`src/rtl/score_keeper.sv`:
```
// Score accumulator with ghost-combo doubling, saturation and session high score.
// Optional extra-life pulse is enabled by defining SCORE_EXTRA_LIFE_EN.
module score_keeper #(
    parameter int unsigned MAX_SCORE      = 9999,
    parameter int unsigned PELLET_PTS     = 10,
    parameter int unsigned POWER_PTS      = 50,
    parameter int unsigned GHOST_BASE_PTS = 200,
    parameter int unsigned FRUIT_PTS      = 100,
    parameter int unsigned HISCORE_INIT   = 0,
    parameter int unsigned EXTRA_LIFE_AT  = 5000
) (
    input  logic        clk,
    input  logic        rst_n,
    input  logic        new_game,
    input  logic        pellet_eaten,
    input  logic        power_eaten,
    input  logic        ghost_eaten,
    input  logic        fruit_eaten,
    output logic [15:0] score,
    output logic [15:0] high_score,
    output logic        busy,
    output logic        event_drop,
    output logic        extra_life
);

    typedef enum logic [1:0] {IDLE, ADD, CHECK} state_t;

    localparam int unsigned EV_PELLET = 0;
    localparam int unsigned EV_POWER  = 1;
    localparam int unsigned EV_GHOST  = 2;
    localparam int unsigned EV_FRUIT  = 3;

    // The renderer shows four BCD digits; the extra-life threshold must be reachable.
    if (MAX_SCORE > 9999 || EXTRA_LIFE_AT > MAX_SCORE) begin : g_bad_cfg
        $error("score_keeper: MAX_SCORE/EXTRA_LIFE_AT out of range");
    end

    state_t      state, state_nxt;
    logic [3:0]  pending, ev_in, clr_mask, sel, sel_nxt;
    logic [15:0] addend, addend_nxt, score_sat;
    logic [16:0] sum;
    logic [1:0]  combo;
    logic        drop_now;

    assign ev_in    = {fruit_eaten, ghost_eaten, power_eaten, pellet_eaten};
    assign clr_mask = (state == ADD) ? sel : '0;
    assign drop_now = |(ev_in & pending & ~clr_mask);
    assign sum      = {1'b0, score} + {1'b0, addend};
    assign score_sat = (sum > 17'(MAX_SCORE)) ? 16'(MAX_SCORE) : sum[15:0];
    assign busy     = (|pending) || (state != IDLE);

    always_comb begin
        state_nxt  = state;
        sel_nxt    = sel;
        addend_nxt = addend;
        case (state)
            IDLE: begin
                if (|pending) begin
                    state_nxt = ADD;
                    if (pending[EV_GHOST]) begin
                        sel_nxt    = 4'b0100;
                        addend_nxt = 16'(GHOST_BASE_PTS) << combo;
                    end else if (pending[EV_FRUIT]) begin
                        sel_nxt    = 4'b1000;
                        addend_nxt = 16'(FRUIT_PTS);
                    end else if (pending[EV_POWER]) begin
                        sel_nxt    = 4'b0010;
                        addend_nxt = 16'(POWER_PTS);
                    end else begin
                        sel_nxt    = 4'b0001;
                        addend_nxt = 16'(PELLET_PTS);
                    end
                end
            end
            ADD:     state_nxt = CHECK;
            CHECK:   state_nxt = IDLE;
            default: state_nxt = IDLE;
        endcase
    end

    always_ff @(posedge clk or negedge rst_n) begin
        if (!rst_n) begin
            state      <= IDLE;
            sel        <= '0;
            addend     <= '0;
            pending    <= '0;
            combo      <= '0;
            score      <= '0;
            high_score <= 16'(HISCORE_INIT);
            event_drop <= 1'b0;
        end else if (new_game) begin
            state      <= IDLE;
            sel        <= '0;
            addend     <= '0;
            pending    <= '0;
            combo      <= '0;
            score      <= '0;
            event_drop <= 1'b0;
        end else begin
            state   <= state_nxt;
            sel     <= sel_nxt;
            addend  <= addend_nxt;
            // A pulse arriving as its bit clears re-arms it rather than dropping.
            pending <= (pending & ~clr_mask) | ev_in;
            if (drop_now) event_drop <= 1'b1;
            if (state == ADD) begin
                score <= score_sat;
                if (sel[EV_GHOST] && combo != 2'd3) combo <= combo + 2'd1;
                if (sel[EV_POWER]) combo <= '0;
            end
            if (state == CHECK && score > high_score) high_score <= score;
        end
    end

`ifdef SCORE_EXTRA_LIFE_EN
    logic life_given;

    always_ff @(posedge clk or negedge rst_n) begin
        if (!rst_n) begin
            life_given <= 1'b0;
            extra_life <= 1'b0;
        end else if (new_game) begin
            life_given <= 1'b0;
            extra_life <= 1'b0;
        end else begin
            extra_life <= 1'b0;
            if (state == CHECK && score >= 16'(EXTRA_LIFE_AT) && !life_given) begin
                extra_life <= 1'b1;
                life_given <= 1'b1;
            end
        end
    end
`else
    assign extra_life = 1'b0;
`endif

endmodule

```
`config.mk`:
```
export PLATFORM = sky130hd
export DESIGN_NAME = score_keeper
export DESIGN_NICKNAME = d
export VERILOG_FILES = /design/src/rtl/score_keeper.sv
export SDC_FILE = /design/constraint.sdc
export NUM_CORES = 1
export LEC_CHECK = 0
export CELL_PAD_IN_SITES_DETAIL_PLACEMENT = 1
export CELL_PAD_IN_SITES_GLOBAL_PLACEMENT = 1
export CORE_ASPECT_RATIO = 1.1
export CORE_MARGIN = 5
export CORE_UTILIZATION = 40
export CTS_CLUSTER_DIAMETER = 30
export DETAILED_ROUTE_END_ITERATION = 12
export PLACE_DENSITY = 0.8
export SLEW_MARGIN = 20
export SYNTH_ARGS = -nofsm -noshare
export SYNTH_HDL_FRONTEND = slang
export SYNTH_SLANG_ARGS = --single-unit
```
`constraint.sdc`:
```
create_clock -name clk -period 3.7 [get_ports clk]
set_clock_uncertainty 0.15 [all_clocks]
set_input_delay 0.555 -clock clk [delete_from_list [all_inputs] [get_ports clk]]
set_output_delay 0.555 -clock clk [all_outputs]
set_load 0.01 [all_outputs]
```
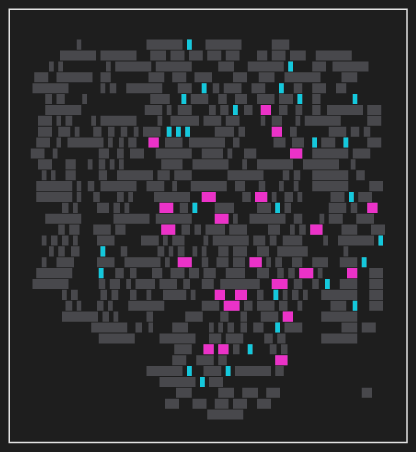
(images/gates.png)
Drawn at 4 px/um.
color	family	cells
magenta	non-inverting ao/oa cells	23
cyan	inv cells	28

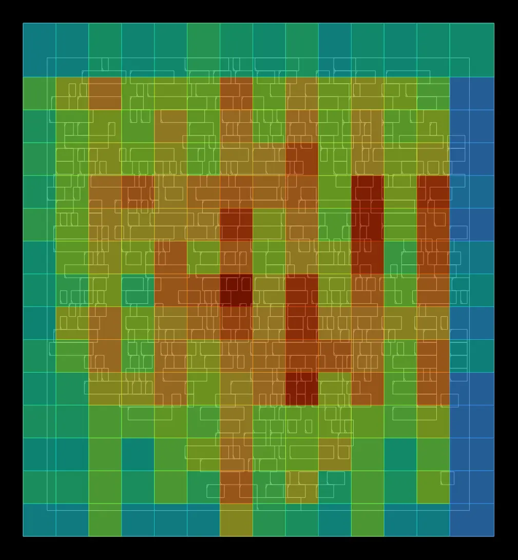
(images/congestion_map.png)
WL/cell: 17.89 um
M2 GR Usage: 34.17%

==> run_results.csv <==
group,metric,value,unit
outcome,outcome,"complete, no violations",
worst_setup_path,critical_path.top_delay_family,"AND-OR/OR-AND gates",
final_layout,lay_top_count,"dfrtp_1",
routing,wl_met3,263,um
final_timing,setup_violations,0,
final_layout,fin_cells,509,
final_timing,setup_ws,296.4,ps
die,die_area,10690,um2
synthesis,ys_top_logic_family,"AND-OR/OR-AND gates",
global_route,grt_pass1_vias,3008,
worst_setup_path,cp_num_buf_inv,1,
final_layout,comb_area_share,48.00,%
cts,cts_buffers,5,
synthesis,async_flop_share,100.0,%
worst_setup_path,worstPathMaxFanout,8,
cts,holdBufCountCts,0,
synthesis,top_area_share,38.74,%
routing,detail-route-antenna-nets,0,
synthesis,ff_type,"dfrtp_1",
worst_setup_path,rrSetupSlack,300,ps
routing,met2WireLength,4946,um
final_layout,comb_cells,266,
global_route,grt_usage,17.75,%
final_timing,maxSlewViolCount,0,
placement,numPlacedInstances,502,
power_and_ir_drop,clkPwrFrac,25.9,%
power_and_ir_drop,pg_seq,0.000658,W
synthesis,avgSynthCellArea,9.531,um2
global_route,grt-ovfl-total,0,
cts,clockRootBuffer,"clkbuf_8",
synthesis,synth.distinct_cells,69,
routing,vias,2833,
synthesis,edf_count,0,
final_layout,clock_cell_area_share,2.047,%
cts,path_clk_slew,100,ps
synthesis,synth_nets,404,
power_and_ir_drop,p_seq_share,50.7,%
final_layout,buffer_area_share,10.42,%
power_and_ir_drop,combinationalPowerShare,23.4,%
global_route,grt_max_degree,43,
worst_setup_path,crit_start,"score[1]",
cts,cts_num_sinks,54,
power_and_ir_drop,p_leak,1.846,nW
die,die_width,99.04,um
cts,worstSkewPairLatency,310,ps
final_layout,fillers,973,
routing,drc,0,
synthesis,yosysWarnings,0,
worst_setup_path,cp_cell_sequence,"ha_1, inv_1, fa_1, nand2b_1, a21oi_1, o21ai_2, o21ai_1, mux2_2, nand4_4, nor2b_4, a32o_1",
synthesis,syn_area,3488,um2
routing,first_pass_iters,4,
final_timing,max_freq,0.2938,GHz
global_route,antenna_found_initial,0,
worst_setup_path,reg2regPathDepth,11,
synthesis,ys_ff,54,
final_timing,min_period,3404,ps
synthesis,synth_top_cell_by_area,"dfrtp_1",
synthesis,most_common_cell,"dfrtp_1",
die,coreArea,8452,um2
worst_setup_path,end_kind,"flop",
final_layout,seq_area_share,33.49,%
power_and_ir_drop,peakVddDrop,0.1952,mV
final_layout,buffers,43,
final_layout,utilization,47.74,%
final_layout,comb_area,1937,um2
worst_setup_path,cpMaxStageDelayCell,"dfrtp_1",
final_timing,holdWs,59.29,ps
final_layout,diodes,0,
synthesis,top_cells_by_count,"dfrtp_1 (54), nor2_1 (37), ha_1 (30), nand2_1 (28)",
synthesis,yosys-top-cells-area,"dfrtp_1 (39%), ha_1 (11%), mux2_1 (4.2%), nor2_1 (4.0%), a21oi_1 (3.9%)",
die,fp-row-count,35,
final_layout,top_regs,"high_score: 16 flops, score: 16 flops, addend: 10 flops",
die,initCoreUtil,41.27,%
cts,cts.path.max_buffers,2,
cts,cts_tree,"yes",
die,n_tap_cell,111,
power_and_ir_drop,p_int,0.0008718,W
power_and_ir_drop,total_power,0.001298,W
final_layout,fin_area,4035,um2
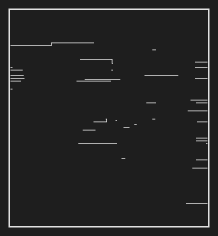
(images/m3.png)
Drawn at 2 px/um.
wire length on this layer	263 um
longest straight run	21.2 um
nets with wire on the layer	29

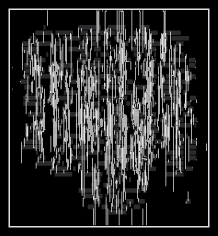
(images/m2.png)
Drawn at 2 px/um. Cells faint in the background.
wire length on this layer	4950 um
longest straight run	50.3 um
nets with wire on the layer	384
main direction	vertical
share of all routed wire	54%

